[config.mk]
export PLATFORM = sky130hd
export DESIGN_NAME = issue_controller_flat
export DESIGN_NICKNAME = d
export VERILOG_FILES = /design/src/rtl/issue_controller_pkg.sv /design/src/rtl/issue_if.sv /design/src/rtl/issue_controller_scoreboard.sv /design/src/rtl/issue_controller.sv /design/src/flat_wrapper.sv
export SDC_FILE = /design/constraint.sdc
export NUM_CORES = 1
export LEC_CHECK = 0
export ABC_AREA = 0
export CAP_MARGIN = 10
export CORE_ASPECT_RATIO = 0.6
export CORE_MARGIN = 1
export CORE_UTILIZATION = 48
export CTS_CLUSTER_DIAMETER = 120
export DETAILED_ROUTE_END_ITERATION = 7
export GPL_ROUTABILITY_DRIVEN = 0
export HOLD_SLACK_MARGIN = 0.12
export PLACE_DENSITY = 0.82
export SLEW_MARGIN = 20
export SYNTH_ARGS = -nofsm -noshare
export SYNTH_HDL_FRONTEND = slang
export SYNTH_SLANG_ARGS = --single-unit
[constraint.sdc]
create_clock -name clk -period 4.2 [get_ports clk]
set_clock_uncertainty 0.1 [all_clocks]
set_input_delay 0.84 -clock clk [delete_from_list [all_inputs] [get_ports clk]]
set_output_delay 0.84 -clock clk [all_outputs]
set_load 0.01 [all_outputs]
[src/rtl/issue_controller_pkg.sv]
// rtl/issue_controller_pkg.sv - shared types, opcodes and control-op classification for the issue stage
package issue_controller_pkg;

    typedef logic [31:0] addr_t;
    typedef logic [31:0] word_t;
    typedef logic [4:0]  regaddr_t;
    typedef logic [4:0]  oper_t;

    localparam oper_t OP_NOP  = 5'd0;
    localparam oper_t OP_ADD  = 5'd1;
    localparam oper_t OP_ADDI = 5'd2;
    localparam oper_t OP_SUB  = 5'd3;
    localparam oper_t OP_LUI  = 5'd4;
    localparam oper_t OP_LW   = 5'd5;
    localparam oper_t OP_SW   = 5'd6;
    localparam oper_t OP_JAL  = 5'd8;
    localparam oper_t OP_JALR = 5'd9;
    localparam oper_t OP_BEQ  = 5'd10;
    localparam oper_t OP_BNE  = 5'd11;
    localparam oper_t OP_BLT  = 5'd12;
    localparam oper_t OP_BGE  = 5'd13;
    localparam oper_t OP_BLTU = 5'd14;
    localparam oper_t OP_BGEU = 5'd15;

    localparam regaddr_t ZERO = 5'd0;

    // Width of the in-flight writer counter; holds up to 7.
    localparam int CNT_W = 3;

    typedef struct packed {
        addr_t    pc;
        oper_t    op;
        word_t    imm;
        logic     en_rx;
        logic     en_ry;
        logic     en_w;
        regaddr_t rx;
        regaddr_t ry;
        regaddr_t rd;
    } instr_t;

    // Ops that redirect fetch and must be resolved before anything younger issues.
    function automatic logic is_ctrl_op(oper_t op);
        case (op)
            OP_JAL, OP_JALR,
            OP_BEQ, OP_BNE, OP_BLT, OP_BGE, OP_BLTU, OP_BGEU: return 1'b1;
            default:                                          return 1'b0;
        endcase
    endfunction

endpackage

[src/rtl/issue_if.sv]
// rtl/issue_if.sv - valid/ready instruction channel between pipeline stages
interface issue_if;
    import issue_controller_pkg::*;

    logic     valid;
    logic     ready;
    addr_t    pc;
    oper_t    op;
    word_t    imm;
    logic     en_rx;
    logic     en_ry;
    logic     en_w;
    regaddr_t rx;
    regaddr_t ry;
    regaddr_t rd;

    modport master (output valid, pc, op, imm, en_rx, en_ry, en_w, rx, ry, rd, input ready);
    modport slave  (input valid, pc, op, imm, en_rx, en_ry, en_w, rx, ry, rd, output ready);
endinterface

[src/rtl/issue_controller_scoreboard.sv]
// rtl/issue_controller_scoreboard.sv - per-register busy bits and outstanding writer counter
module issue_scoreboard
    import issue_controller_pkg::*;
#(
    parameter int MAX_INFLIGHT = 4
) (
    input  logic     clk,
    input  logic     rst_n,
    input  logic     rdy,
    input  logic     en_rx,
    input  logic     en_ry,
    input  logic     en_w,
    input  regaddr_t rx,
    input  regaddr_t ry,
    input  regaddr_t rd,
    input  logic     issue,
    input  logic     wb_valid,
    input  regaddr_t wb_rd,
    output logic     hazard,
    output logic     full
);

    logic [31:0]      busy_q, busy_d;
    logic [CNT_W-1:0] count_q, count_d;
    logic             writer, set_w, clr_w;

    assign writer = en_w & (rd != ZERO);
    assign hazard = (en_rx & busy_q[rx]) | (en_ry & busy_q[ry]) | (en_w & busy_q[rd]);
    assign full   = writer & (count_q == CNT_W'(MAX_INFLIGHT));
    assign set_w  = issue & writer;
    // x0 is never busy, so writebacks to x0 or idle registers fall out here.
    assign clr_w  = wb_valid & busy_q[wb_rd];

    // Next busy vector and count; a same-cycle set and clear cancel in the counter.
    always_comb begin
        busy_d = busy_q;
        if (clr_w) busy_d[wb_rd] = 1'b0;
        if (set_w) busy_d[rd]    = 1'b1;
        busy_d[0] = 1'b0;
        count_d = count_q;
        if (set_w && !clr_w)      count_d = count_q + CNT_W'(1);
        else if (!set_w && clr_w) count_d = count_q - CNT_W'(1);
    end

    // Scoreboard state, frozen while rdy is low.
    always_ff @(posedge clk or negedge rst_n) begin
        if (!rst_n) begin
            busy_q  <= '0;
            count_q <= '0;
        end else if (rdy) begin
            busy_q  <= busy_d;
            count_q <= count_d;
        end
    end

endmodule

[src/rtl/issue_controller.sv]
// rtl/issue_controller.sv - hazard-checked issue stage with branch wait and registered output
module issue_controller
    import issue_controller_pkg::*;
#(
    parameter int MAX_INFLIGHT = 4
) (
    input  logic     clk,
    input  logic     rst_n,
    input  logic     rdy,
    issue_if.slave   dec,
    issue_if.master  exe,
    input  logic     wb_valid,
    input  regaddr_t wb_rd,
    input  logic     br_valid,
    input  logic     br_taken,
    output logic     flush
);

    localparam logic [0:0] ST_RUN     = 1'b0;
    localparam logic [0:0] ST_WAIT_BR = 1'b1;

    logic [0:0] state_q;
    logic       out_valid_q;
    instr_t     out_q;
    instr_t     in_instr;
    logic       hazard, full, issue, resolve;

    assign in_instr = '{pc: dec.pc, op: dec.op, imm: dec.imm, en_rx: dec.en_rx,
                        en_ry: dec.en_ry, en_w: dec.en_w, rx: dec.rx, ry: dec.ry, rd: dec.rd};

    issue_scoreboard #(.MAX_INFLIGHT(MAX_INFLIGHT)) u_sb (
        .clk      (clk),
        .rst_n    (rst_n),
        .rdy      (rdy),
        .en_rx    (dec.en_rx),
        .en_ry    (dec.en_ry),
        .en_w     (dec.en_w),
        .rx       (dec.rx),
        .ry       (dec.ry),
        .rd       (dec.rd),
        .issue    (issue),
        .wb_valid (wb_valid),
        .wb_rd    (wb_rd),
        .hazard   (hazard),
        .full     (full)
    );

    assign issue   = (state_q == ST_RUN) & rdy & dec.valid & ~hazard & ~full
                   & (~out_valid_q | exe.ready);
    assign resolve = (state_q == ST_WAIT_BR) & rdy & br_valid;
    assign flush   = resolve & br_taken;
    // A taken branch consumes the wrong-path instruction without issuing it.
    assign dec.ready = issue | (flush & dec.valid);

    // Stop issuing behind a control op until execute resolves it.
    always_ff @(posedge clk or negedge rst_n) begin
        if (!rst_n) begin
            state_q <= ST_RUN;
        end else if (rdy) begin
            if (issue && is_ctrl_op(dec.op)) state_q <= ST_WAIT_BR;
            else if (resolve)                state_q <= ST_RUN;
        end
    end

    // Output stage: load on issue, drain when execute takes it, otherwise hold.
    always_ff @(posedge clk or negedge rst_n) begin
        if (!rst_n) begin
            out_valid_q <= 1'b0;
            out_q       <= '0;
        end else if (rdy) begin
            if (issue) begin
                out_valid_q <= 1'b1;
                out_q       <= in_instr;
            end else if (exe.ready) begin
                out_valid_q <= 1'b0;
            end
        end
    end

    assign exe.valid = out_valid_q;
    assign exe.pc    = out_q.pc;
    assign exe.op    = out_q.op;
    assign exe.imm   = out_q.imm;
    assign exe.en_rx = out_q.en_rx;
    assign exe.en_ry = out_q.en_ry;
    assign exe.en_w  = out_q.en_w;
    assign exe.rx    = out_q.rx;
    assign exe.ry    = out_q.ry;
    assign exe.rd    = out_q.rd;

endmodule

[src/flat_wrapper.sv]
// flat-port wrapper written by rule: the top's interface ports become plain ports
module issue_controller_flat import issue_controller_pkg::*;
#(
    parameter int MAX_INFLIGHT = 4
)
  (clk, rst_n, rdy, wb_valid, wb_rd, br_valid, br_taken, flush, dec_valid, dec_pc, dec_op, dec_imm, dec_en_rx, dec_en_ry, dec_en_w, dec_rx, dec_ry, dec_rd, dec_ready, exe_valid, exe_pc, exe_op, exe_imm, exe_en_rx, exe_en_ry, exe_en_w, exe_rx, exe_ry, exe_rd, exe_ready);
  issue_if dec_i ();
  issue_if exe_i ();
  input  logic clk;
  input  logic rst_n;
  input  logic rdy;
  input  logic wb_valid;
  input  regaddr_t wb_rd;
  input  logic br_valid;
  input  logic br_taken;
  output logic flush;
  input wire logic [$bits(dec_i.valid)-1:0] dec_valid;
  input wire logic [$bits(dec_i.pc)-1:0] dec_pc;
  input wire logic [$bits(dec_i.op)-1:0] dec_op;
  input wire logic [$bits(dec_i.imm)-1:0] dec_imm;
  input wire logic [$bits(dec_i.en_rx)-1:0] dec_en_rx;
  input wire logic [$bits(dec_i.en_ry)-1:0] dec_en_ry;
  input wire logic [$bits(dec_i.en_w)-1:0] dec_en_w;
  input wire logic [$bits(dec_i.rx)-1:0] dec_rx;
  input wire logic [$bits(dec_i.ry)-1:0] dec_ry;
  input wire logic [$bits(dec_i.rd)-1:0] dec_rd;
  output wire logic [$bits(dec_i.ready)-1:0] dec_ready;
  output wire logic [$bits(exe_i.valid)-1:0] exe_valid;
  output wire logic [$bits(exe_i.pc)-1:0] exe_pc;
  output wire logic [$bits(exe_i.op)-1:0] exe_op;
  output wire logic [$bits(exe_i.imm)-1:0] exe_imm;
  output wire logic [$bits(exe_i.en_rx)-1:0] exe_en_rx;
  output wire logic [$bits(exe_i.en_ry)-1:0] exe_en_ry;
  output wire logic [$bits(exe_i.en_w)-1:0] exe_en_w;
  output wire logic [$bits(exe_i.rx)-1:0] exe_rx;
  output wire logic [$bits(exe_i.ry)-1:0] exe_ry;
  output wire logic [$bits(exe_i.rd)-1:0] exe_rd;
  input wire logic [$bits(exe_i.ready)-1:0] exe_ready;
  assign dec_i.valid = dec_valid;
  assign dec_i.pc = dec_pc;
  assign dec_i.op = dec_op;
  assign dec_i.imm = dec_imm;
  assign dec_i.en_rx = dec_en_rx;
  assign dec_i.en_ry = dec_en_ry;
  assign dec_i.en_w = dec_en_w;
  assign dec_i.rx = dec_rx;
  assign dec_i.ry = dec_ry;
  assign dec_i.rd = dec_rd;
  assign dec_ready = dec_i.ready;
  assign exe_valid = exe_i.valid;
  assign exe_pc = exe_i.pc;
  assign exe_op = exe_i.op;
  assign exe_imm = exe_i.imm;
  assign exe_en_rx = exe_i.en_rx;
  assign exe_en_ry = exe_i.en_ry;
  assign exe_en_w = exe_i.en_w;
  assign exe_rx = exe_i.rx;
  assign exe_ry = exe_i.ry;
  assign exe_rd = exe_i.rd;
  assign exe_i.ready = exe_ready;
  issue_controller #(.MAX_INFLIGHT(MAX_INFLIGHT)) u_core (.clk(clk), .rst_n(rst_n), .rdy(rdy), .dec(dec_i), .exe(exe_i), .wb_valid(wb_valid), .wb_rd(wb_rd), .br_valid(br_valid), .br_taken(br_taken), .flush(flush));
endmodule
Fig. 1: run 1, power grid
Bar = 50 um. Pins as bars on the die edge.
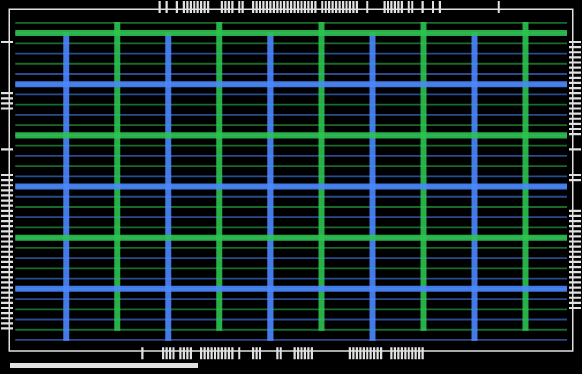
VDD: in green. VSS: in blue.
190 signal pins sit on the boundary. 10 straps on met4. 6 straps on met5. The core has 31 rows.

Fig. 2: run 1, placed cells, one colour a class
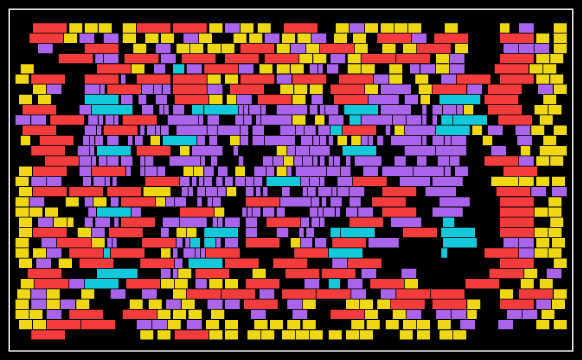
other buffers and delay cells: in yellow, cells 221. clock drivers and dummy loads: in cyan, cells 32. all other logic: in purple, cells 327. flip-flops: in red, cells 123.

Fig. 3: run 1, congestion heat map
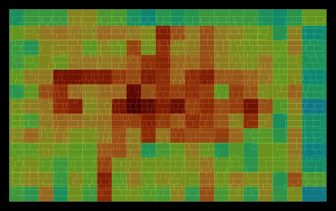
overall global routing resource usage: 28.4%
wire length per cell: 21.5 um
global routing met1 resource utilization: 40.5%

Fig. 4: run 1, cell density map
Bar = 50 um. The die is cut into 15 by 9 equal tiles; black is low, pale yellow is high, 0 to 100% covered.
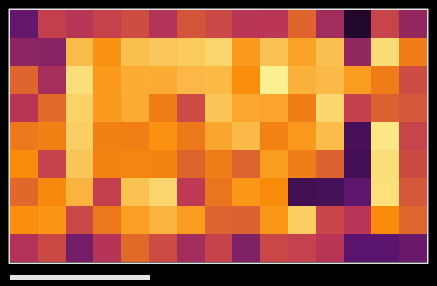
The emptiest ninth of the die: lower right. 39% of the tiles are over 75% full. The fullest tile reaches 97%. The mean over all tiles is 65%.

==> impl_metrics.yaml, run 1 <==
# yosys + openroad results
run_status:
  status: "complete, no violations"
detailed_routing:
  wirelength_mm: 18.7
  drt_iter0_markers: 560
  vias: 5209
  drt_pass_1_iters: 8
  routed_vias_inst: 6.00
  routedLengthMet1_mm: 7.72
  met3_wirelength_mm: 2.47
  drtAntennaViolNets: 0
setup_path:
  cp.arrival_ns: 3.19
  timing_worst_setup_path_type: "in2out"
  setup.worst_path.start: "dec_rd[2]"
  reg2reg_to: "u_core.u_sb.count_q[2]"
  capturing_element_type_of_the_critical_path: "output pin"
  crit_path_cell_trace: "clkdlybuf4s50_1, or3_1, o31ai_1, o21ai_0, a41oi_1, o221a_4, a21o_1, clkbuf_2"
final_timing:
  worstMarginPinSlew_ns: 0.895
  max_freq_mhz: 242
final_layout:
  n_multi_input_combinational_cell: 319
  final_nets: 792
  dominant_logic_cell_type_in_the_layout: "sky130_fd_sc_hd__clkdlybuf4s50_1"
  instances_no_fill: 868
  fillCellCount: 855
  finish.utilization_pct: 73.0
  layout.cells.largest_class: "registers"
  mi_logic_area_um2: 2940
synthesis:
  syn_area_per_cell_um2: 13.0
  ys_chip_area_um2: 6260
  ff_type: "sky130_fd_sc_hd__dfrtp_1"
  synth-warning-count: 0
  synthesis.instances: 482
  synthMostInstantiatedCell: "sky130_fd_sc_hd__dfrtp_1"
  synthMuxAreaShare_pct: 27.4
  synthTopCellsByCount: "sky130_fd_sc_hd__dfrtp_1 (123), sky130_fd_sc_hd__mux2_2 (50), sky130_fd_sc_hd__mux2_1 (44)"
  fa_ha_area_share_pct: 0.520
power_and_ir_drop:
  worst_ir_drop_vdd_mv: 0.368
  power.share.switching_pct: 28.8
  comb_power_share_pct: 33.7
  powerDensity_nw_per_um2: 562
  combinationalPower_mw: 1.71
  sequentialPowerShare_pct: 36.5
clock_tree:
  cts_buffers: 17
hold_path:
  worst_hold_startpoint: "u_core.exe.imm[20]"
  min-delay-path-class: "reg2reg"
floorplan:
  tapcells: 165
run:
  tool_warnings: 28
global_routing:
  grt_overflow_total: 0
Fig. 5: run 1, wires at chosen ports, followed through buffers
Bar = 50 um.
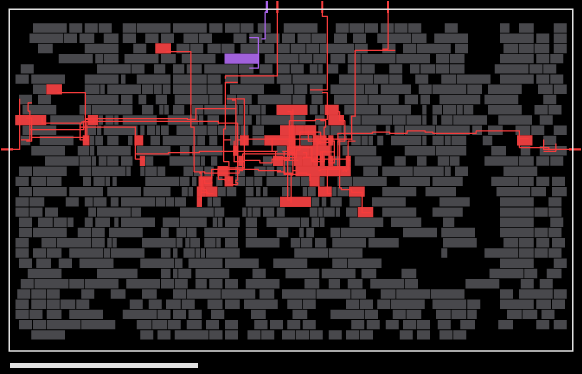

==> run 2: changes to the inputs <==
--- a/config.mk
+++ b/config.mk
@@ -9,12 +9,12 @@
 export CAP_MARGIN = 10
 export CORE_ASPECT_RATIO = 0.6
 export CORE_MARGIN = 1
-export CORE_UTILIZATION = 48
+export CORE_UTILIZATION = 25
 export CTS_CLUSTER_DIAMETER = 120
 export DETAILED_ROUTE_END_ITERATION = 7
 export GPL_ROUTABILITY_DRIVEN = 0
 export HOLD_SLACK_MARGIN = 0.12
-export PLACE_DENSITY = 0.82
+export PLACE_DENSITY = 0.48
 export SLEW_MARGIN = 20
 export SYNTH_ARGS = -nofsm -noshare
 export SYNTH_HDL_FRONTEND = slang
==> constraint.sdc (replaced) <==
create_clock -name clk -period 4.2 [get_ports clk]
set_clock_uncertainty 0.1 [all_clocks]
set_input_delay 0.42 -clock clk [delete_from_list [all_inputs] [get_ports clk]]
set_output_delay 0.42 -clock clk [all_outputs]
set_load 0.01 [all_outputs]
Fig. 6: run 2, wires at chosen ports, followed through buffers
Bar = 50 um.
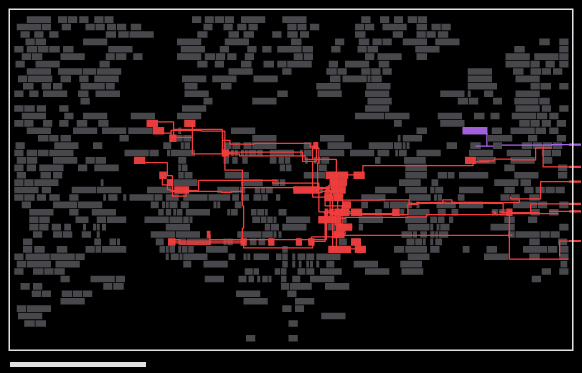
`exe_en_rx`: in purple, direction output, edge right, end cells 1, buffers 1, wire 36.4 um. `dec_rd`: in red, direction input, edge right, end cells 47, buffers 10, wire 1,390 um.

==> impl_metrics.yaml, run 2 <==
# yosys + openroad results
hold_path:
  worst_hold_startpoint: "u_core.u_sb.count_q[2]"
  hold_path_depth: 1
  min-delay-path-class: "reg2reg"
power_and_ir_drop:
  power.share.switching_pct: 28.1
  worst_ir_drop_vdd_mv: 0.273
  fin_total_pwr_mw: 5.11
  powerDensity_nw_per_um2: 558
  combinationalPower_mw: 1.72
  comb_power_share_pct: 33.7
final_timing:
  timing.final.crit_period_ns: 4.01
  setup_repair_after_global_routing_missed_its_margin: "false"
  worstMarginPinSlew_ns: 0.765
  max_freq_mhz: 249
setup_path:
  timing_worst_setup_path_type: "in2out"
  capturing_element_type_of_the_critical_path: "output pin"
  crit_path_cell_trace: "clkdlybuf4s50_1, buf_12, mux4_2, a22oi_1, o211ai_1, a221oi_1, o221a_4, buf_4, a21o_1, clkdlybuf4s50_1"
  cp.arrival_ns: 3.49
  reg2reg_to: "u_core.u_sb.count_q[2]"
  startpoint_type: "input port"
  setup.worst_path.start: "dec_rd[0]"
detailed_routing:
  routedLengthMet1_mm: 9.76
  vias: 4985
  met2RoutedLength_mm: 7.79
  drtAntennaViolNets: 0
  met3_wirelength_mm: 2.60
  wirelength_mm: 20.4
  drc_errors: 26
  drt_pass_1_iters: 6
  drt_iter0_markers: 406
  wl_per_cell_um: 20.1
  routed_vias_inst: 4.93
floorplan:
  tapcells: 322
  core_region_area_um2: 24400
  die-width_um: 206
  rows: 44
final_layout:
  final_nets: 780
  dominant_logic_cell_type_in_the_layout: "sky130_fd_sc_hd__clkdlybuf4s50_1"
  fillCellCount: 2371
  layout.cells.largest_class: "registers"
  combAreaFraction_pct: 32.1
  instances_no_fill: 1011
  finish.utilization_pct: 37.5
  mi_logic_area_um2: 2940
global_routing:
  grt_overflow_total: 0
  groute.usage.overall_pct: 16.5
  grt_max_degree: 97
  grt_util_met1_pct: 24.1
  grt_first_pass_wirelength_mm: 31.4
synthesis:
  synth-warning-count: 0
  synthMostInstantiatedCell: "sky130_fd_sc_hd__dfrtp_1"
  ff_type: "sky130_fd_sc_hd__dfrtp_1"
  fa_ha_area_share_pct: 0.520
  synthMuxAreaShare_pct: 27.4
  ys_chip_area_um2: 6260
  synthesis.instances: 482
  yosys.area.top_type_share_pct: 49.2
  synthTopCellsByCount: "sky130_fd_sc_hd__dfrtp_1 (123), sky130_fd_sc_hd__mux2_2 (50), sky130_fd_sc_hd__mux2_1 (44)"
  post_synth_tally_of_flip_flops_with_integrated_enable: 0
run_status:
  violations: "design-rule violations"
  status: "finished, violations left"
placement:
  detailed_placement_wirelength_estimate_mm: 14.8
clock_tree:
  post_cts_hold_buffer_count: 1
  tritoncts_clock_tree: "done"
  clockBufferDepth: 2
  cts_buffers: 17
run:
  tool_warnings: 26
Fig. 7: run 2, cell density map
Bar = 50 um. The die is cut into 21 by 12 equal tiles; black is low, pale yellow is high, 0 to 100% covered.
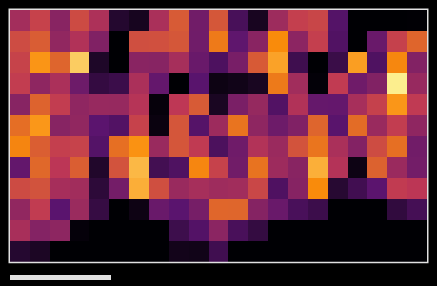
The emptiest ninth of the die: lower right. The fullest tile reaches 96%. 18% of the tiles are nearly empty.

